--- config.mk ---
export PLATFORM = sky130hd
export DESIGN_NAME = mem_arbiter
export DESIGN_NICKNAME = d
export VERILOG_FILES = /design/src/rtl/mem_arb_pkg.sv /design/src/rtl/mem_arb_picker.sv /design/src/rtl/mem_arbiter.sv
export SDC_FILE = /design/constraint.sdc
export NUM_CORES = 1
export LEC_CHECK = 0
export ABC_AREA = 1
export CAP_MARGIN = 20
export CORE_MARGIN = 3
export CORE_UTILIZATION = 46
export CTS_CLUSTER_DIAMETER = 100
export DETAILED_ROUTE_END_ITERATION = 10
export PLACE_DENSITY = 0.86
export SETUP_SLACK_MARGIN = 0.4
export SLEW_MARGIN = 10
export SYNTH_ARGS = -nofsm -noshare
export SYNTH_HDL_FRONTEND = slang
export SYNTH_SLANG_ARGS = --single-unit
--- constraint.sdc ---
create_clock -name clk -period 3.3 [get_ports clk]
set_input_delay 0.99 -clock clk [delete_from_list [all_inputs] [get_ports clk]]
set_output_delay 0.99 -clock clk [all_outputs]
set_load 0.02 [all_outputs]
--- src/rtl/mem_arb_pkg.sv ---
// mem_arb_pkg: shared types for the unified fetch/data memory arbiter.
// Imported by mem_arbiter and mem_arb_picker.
package mem_arb_pkg;

  typedef enum logic [1:0] {
    IDLE,
    REQ,
    WAIT,
    DONE
  } arb_state_t;

  typedef enum logic {
    OWN_I,
    OWN_D
  } arb_owner_t;

  function automatic int be_width(input int dw);
    return dw / 8;
  endfunction

  localparam int BE_WIDTH = be_width(32);

endpackage

--- src/rtl/mem_arb_picker.sv ---
// mem_arb_picker: fetch/data winner selection for mem_arbiter.
// ARB_ROUND_ROBIN_EN adds a round-robin pointer; otherwise data beats fetch.
module mem_arb_picker
  import mem_arb_pkg::*;
(
`ifdef ARB_ROUND_ROBIN_EN
  input  logic       clk,
  input  logic       rst,
  input  logic       grant_i,
`endif
  input  logic       ireq_i,
  input  logic       dreq_i,
  output logic       any_o,
  output arb_owner_t win_o
);

  assign any_o = ireq_i | dreq_i;

`ifdef ARB_ROUND_ROBIN_EN
  // ptr_q names the requester that wins the next tie
  arb_owner_t ptr_q;
  arb_owner_t ptr_d;

  always_comb begin
    win_o = OWN_I;
    unique case (1'b1)
      ireq_i && dreq_i:  win_o = ptr_q;
      dreq_i && !ireq_i: win_o = OWN_D;
      default:           win_o = OWN_I;
    endcase
  end

  assign ptr_d = (win_o == OWN_I) ? OWN_D : OWN_I;

  always_ff @(posedge clk or negedge rst) begin
    if (!rst) begin
      ptr_q <= OWN_I;
    end else if (grant_i && any_o) begin
      ptr_q <= ptr_d;
    end
  end
`else
  assign win_o = dreq_i ? OWN_D : OWN_I;
`endif

endmodule

--- src/rtl/mem_arbiter.sv ---
// mem_arbiter: one outstanding transaction on a memory port shared by fetch and data.
// Define ARB_ROUND_ROBIN_EN for round-robin ties; default is data-over-fetch priority.
module mem_arbiter
  import mem_arb_pkg::*;
#(
  parameter int DATA_WIDTH     = 32,
  parameter int ADDR_WIDTH     = 32,
  parameter int TIMEOUT_CYCLES = 255
) (
  input  logic                    clk,
  input  logic                    rst,
  input  logic                    IReq_i,
  input  logic [ADDR_WIDTH-1:0]   IAddr_i,
  output logic [DATA_WIDTH-1:0]   IRdata_o,
  output logic                    IValid_o,
  output logic                    IStall_o,
  input  logic                    DReq_i,
  input  logic                    DWe_i,
  input  logic [ADDR_WIDTH-1:0]   DAddr_i,
  input  logic [DATA_WIDTH-1:0]   DWdata_i,
  input  logic [DATA_WIDTH/8-1:0] DBe_i,
  output logic [DATA_WIDTH-1:0]   DRdata_o,
  output logic                    DValid_o,
  output logic                    DStall_o,
  output logic                    MemReq_o,
  output logic                    MemWe_o,
  output logic [ADDR_WIDTH-1:0]   MemAddr_o,
  output logic [DATA_WIDTH-1:0]   MemWdata_o,
  output logic [DATA_WIDTH/8-1:0] MemBe_o,
  input  logic                    MemGnt_i,
  input  logic                    MemRvalid_i,
  input  logic [DATA_WIDTH-1:0]   MemRdata_i,
  output logic                    Timeout_o
);

  localparam int BW = be_width(DATA_WIDTH);
  localparam int CW = (TIMEOUT_CYCLES < 2) ? 1
                    : $clog2(TIMEOUT_CYCLES + 1);
  localparam logic [CW-1:0] CNT_LAST = CW'(TIMEOUT_CYCLES - 1);

  arb_state_t            state_q, state_d;
  arb_owner_t            owner_q, owner_d;
  logic                  we_q, we_d;
  logic [ADDR_WIDTH-1:0] addr_q, addr_d;
  logic [DATA_WIDTH-1:0] wdata_q, wdata_d;
  logic [BW-1:0]         be_q, be_d;
  logic [CW-1:0]         cnt_q, cnt_d;
  logic                  to_q, to_d;
  logic [DATA_WIDTH-1:0] ird_q, ird_d;
  logic [DATA_WIDTH-1:0] drd_q, drd_d;

  logic                  any;
  arb_owner_t            win;
  logic                  wd_hit;
  logic                  fin;
  logic [DATA_WIDTH-1:0] fin_data;

  mem_arb_picker u_pick (
`ifdef ARB_ROUND_ROBIN_EN
    .clk     (clk),
    .rst     (rst),
    .grant_i (state_q == IDLE),
`endif
    .ireq_i  (IReq_i),
    .dreq_i  (DReq_i),
    .any_o   (any),
    .win_o   (win)
  );

  assign wd_hit = (TIMEOUT_CYCLES != 0) && (cnt_q == CNT_LAST);

  always_comb begin
    state_d  = state_q;
    owner_d  = owner_q;
    we_d     = we_q;
    addr_d   = addr_q;
    wdata_d  = wdata_q;
    be_d     = be_q;
    cnt_d    = cnt_q;
    to_d     = to_q;
    ird_d    = ird_q;
    drd_d    = drd_q;
    fin      = 1'b0;
    fin_data = MemRdata_i;
    unique case (state_q)
      IDLE: begin
        if (any) begin
          owner_d = win;
          cnt_d   = '0;
          state_d = REQ;
          if (win == OWN_D) begin
            we_d    = DWe_i;
            addr_d  = DAddr_i;
            wdata_d = DWdata_i;
            be_d    = DBe_i;
          end else begin
            we_d    = 1'b0;
            addr_d  = IAddr_i;
            wdata_d = '0;
            be_d    = '1;
          end
        end
      end
      REQ: begin
        cnt_d = cnt_q + 1'b1;
        if (MemGnt_i && MemRvalid_i) begin
          fin = 1'b1;
        end else if (wd_hit) begin
          fin      = 1'b1;
          fin_data = '0;
          to_d     = 1'b1;
        end else if (MemGnt_i) begin
          state_d = WAIT;
        end
      end
      WAIT: begin
        cnt_d = cnt_q + 1'b1;
        if (MemRvalid_i) begin
          fin = 1'b1;
        end else if (wd_hit) begin
          fin      = 1'b1;
          fin_data = '0;
          to_d     = 1'b1;
        end
      end
      DONE: state_d = IDLE;
      default: state_d = IDLE;
    endcase
    // a write completion returns zero data to the owner
    if (fin) begin
      state_d = DONE;
      if (owner_q == OWN_D) begin
        drd_d = we_q ? '0 : fin_data;
      end else begin
        ird_d = fin_data;
      end
    end
  end

  always_ff @(posedge clk or negedge rst) begin
    if (!rst) begin
      state_q <= IDLE;
      owner_q <= OWN_I;
      we_q    <= 1'b0;
      addr_q  <= '0;
      wdata_q <= '0;
      be_q    <= '0;
      cnt_q   <= '0;
      to_q    <= 1'b0;
      ird_q   <= '0;
      drd_q   <= '0;
    end else begin
      state_q <= state_d;
      owner_q <= owner_d;
      we_q    <= we_d;
      addr_q  <= addr_d;
      wdata_q <= wdata_d;
      be_q    <= be_d;
      cnt_q   <= cnt_d;
      to_q    <= to_d;
      ird_q   <= ird_d;
      drd_q   <= drd_d;
    end
  end

  // a flushed fetch (dropped or redirected) gets no response pulse
  assign IValid_o = (state_q == DONE) && (owner_q == OWN_I)
                 && IReq_i && (IAddr_i == addr_q);
  assign DValid_o = (state_q == DONE) && (owner_q == OWN_D);
  assign IStall_o = IReq_i & ~IValid_o;
  assign DStall_o = DReq_i & ~DValid_o;

  assign IRdata_o   = ird_q;
  assign DRdata_o   = drd_q;
  assign MemReq_o   = (state_q == REQ);
  assign MemWe_o    = we_q;
  assign MemAddr_o  = addr_q;
  assign MemWdata_o = wdata_q;
  assign MemBe_o    = be_q;
  assign Timeout_o  = to_q;

endmodule

Figure 1. Routing congestion map.
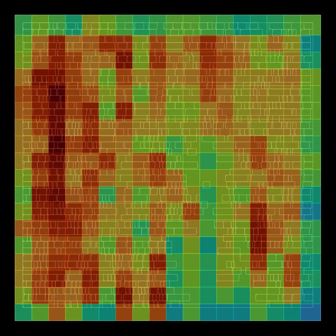
post-layout util: 0.780
met2 usage: 0.494

Figure 2. Logic cells by family.
The bar under the picture is 50 um long.
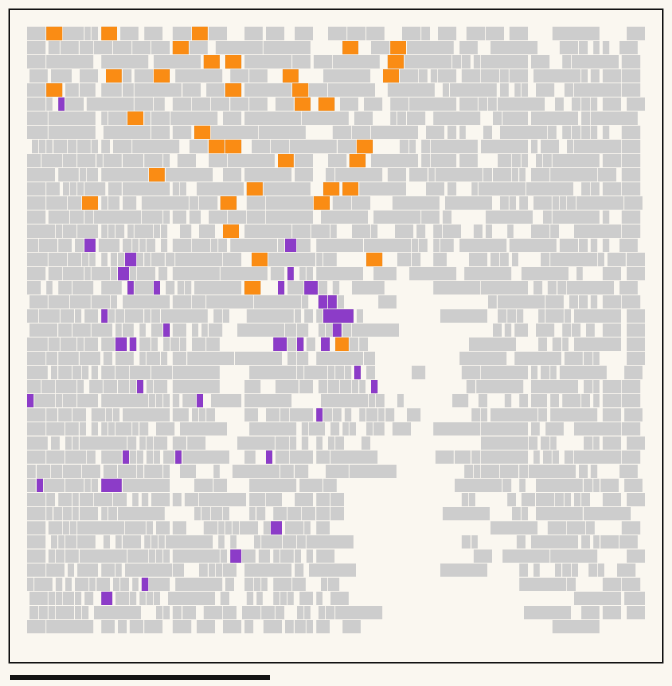
| color | family | cells | most used |
|---|---|---|---|
| orange | AND-OR and OR-AND gates | 37 | a22o_1 |
| purple | NOR gates | 36 | nor2_1 |

Figure 3. Cell area per tile.
The die is cut into 13 by 13 equal tiles; dark blue is low, red is high, 0 to 100% covered.
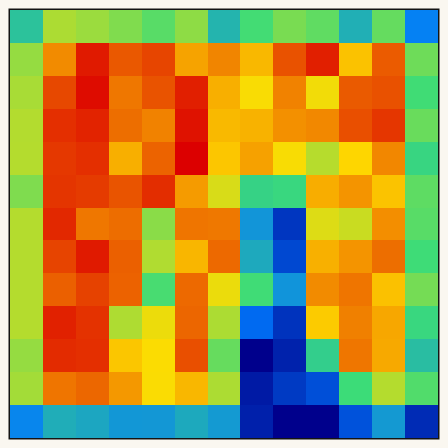
nearly empty tiles: 1.8%
fullest tile: 100%
tiles over 75% full: 50%
mean over tiles: 68%

Figure 4. Clock wires, drivers and flops.
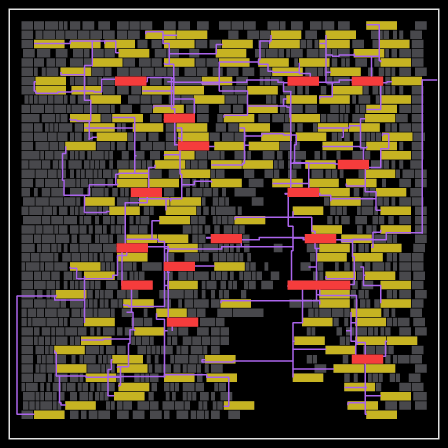
[red] cells driving clock nets | count: 17
[purple] clock wires | length: 1850 um
[yellow] flip-flops | count: 145
flops lie: spread over the die

Figure 5. Metal layers overlaid.
The bar under the picture is 50 um long.
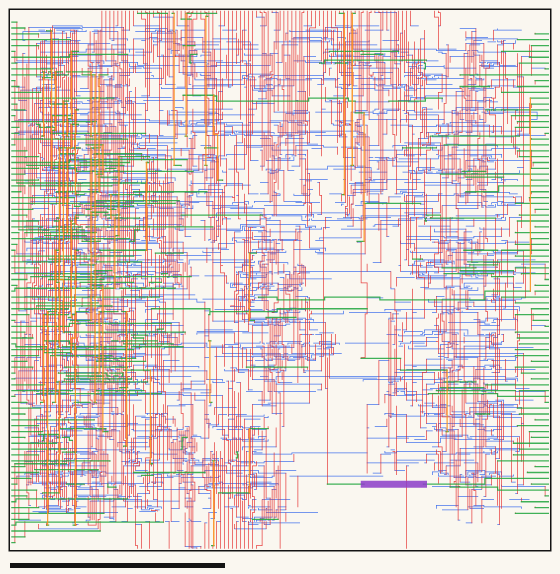
| color | layer | wire length |
|---|---|---|
| purple | met5 | 13.8 um |
| orange | met4 | 1130 um |
| red | met2 | 12200 um |
| blue | met1 | 8890 um |
| green | met3 | 2960 um |

-- worst min path at each step --
stage                 startpoint           end  slack, ps  cells after the start
global placement       Timeout_o     Timeout_o        450                      2
global route        IRdata_o[12]  IRdata_o[12]        510                      2
floorplan               cnt_q[7]      cnt_q[7]        500                      2
finish                 Timeout_o     Timeout_o        490                      2
detailed placement     Timeout_o     Timeout_o        470                      2
CTS                    Timeout_o     Timeout_o        490                      2
-- registers in the layout (all words and copies together), names as in the netlist --
signal and count:
MemWe_o 1, state_q 2, MemWdata_o 32, IRdata_o 32
cnt_q 8, owner_q 1, MemBe_o 4, MemAddr_o 32
Timeout_o 1, DRdata_o 32
-- through the flow --
step	std cells	hold slack, ps
finish	1292	485
global route	1292	506
CTS	1290	488
detailed placement	1188	472
global placement	1188	450
floorplan	746	497
==> flow_summary.yaml <==
# yosys + openroad results
floorplanning:
  die_h_um: 126
  die_x_um: 126
power_and_ir_drop:
  power_density_nw_per_um2: 941
  seqPwrFrac: 0.308
run:
  maxCapViolCount: 0
cts:
  clk_path_buf_depth: 2
  worstSkewPairLatency_ps: 430
setup_path:
  crit_path_start_kind: "input port"
  r2r-start: "state_q[1]"
  reg2reg_to: "MemAddr_o[1]"
  ff2ff_path_depth: 7
  critPathCapture: "IStall_o"
synthesis:
  synth_async_sr_flop_share: 1.00
  synthTopCellsByArea: "dfrtp_1 55%, nand2_1 11%, o21ai_1 4.7%"
  ff_type: "dfrtp_1"
  logic_family: "simple AND/OR/NAND/NOR gates"
  synth_area_leader_cell: "dfrtp_1"
  ys_sh_adder: 0.0114
global_route:
  busiest_layer: "met2"
  grt_antenna_before_repair: 1
  grt_use_total: 0.296
  use_met3: 0.0974
  grt_pass1_vias: 7099
  met1_usage: 0.358
status:
  status: "completed"
detailed_routing:
  wl_met1_um: 8890
  drc: 0
timing:
  timing.final.ws_setup_ps: 120
  setup_viol: 0
  fin_crit_ps: 3180
cells_and_area:
  regArea_um2: 3630
  bufAreaShareNonClock: 0.325
  largest_class: "flip-flops and latches"
worst_hold_path:
  min_path_type: "reg -> reg"
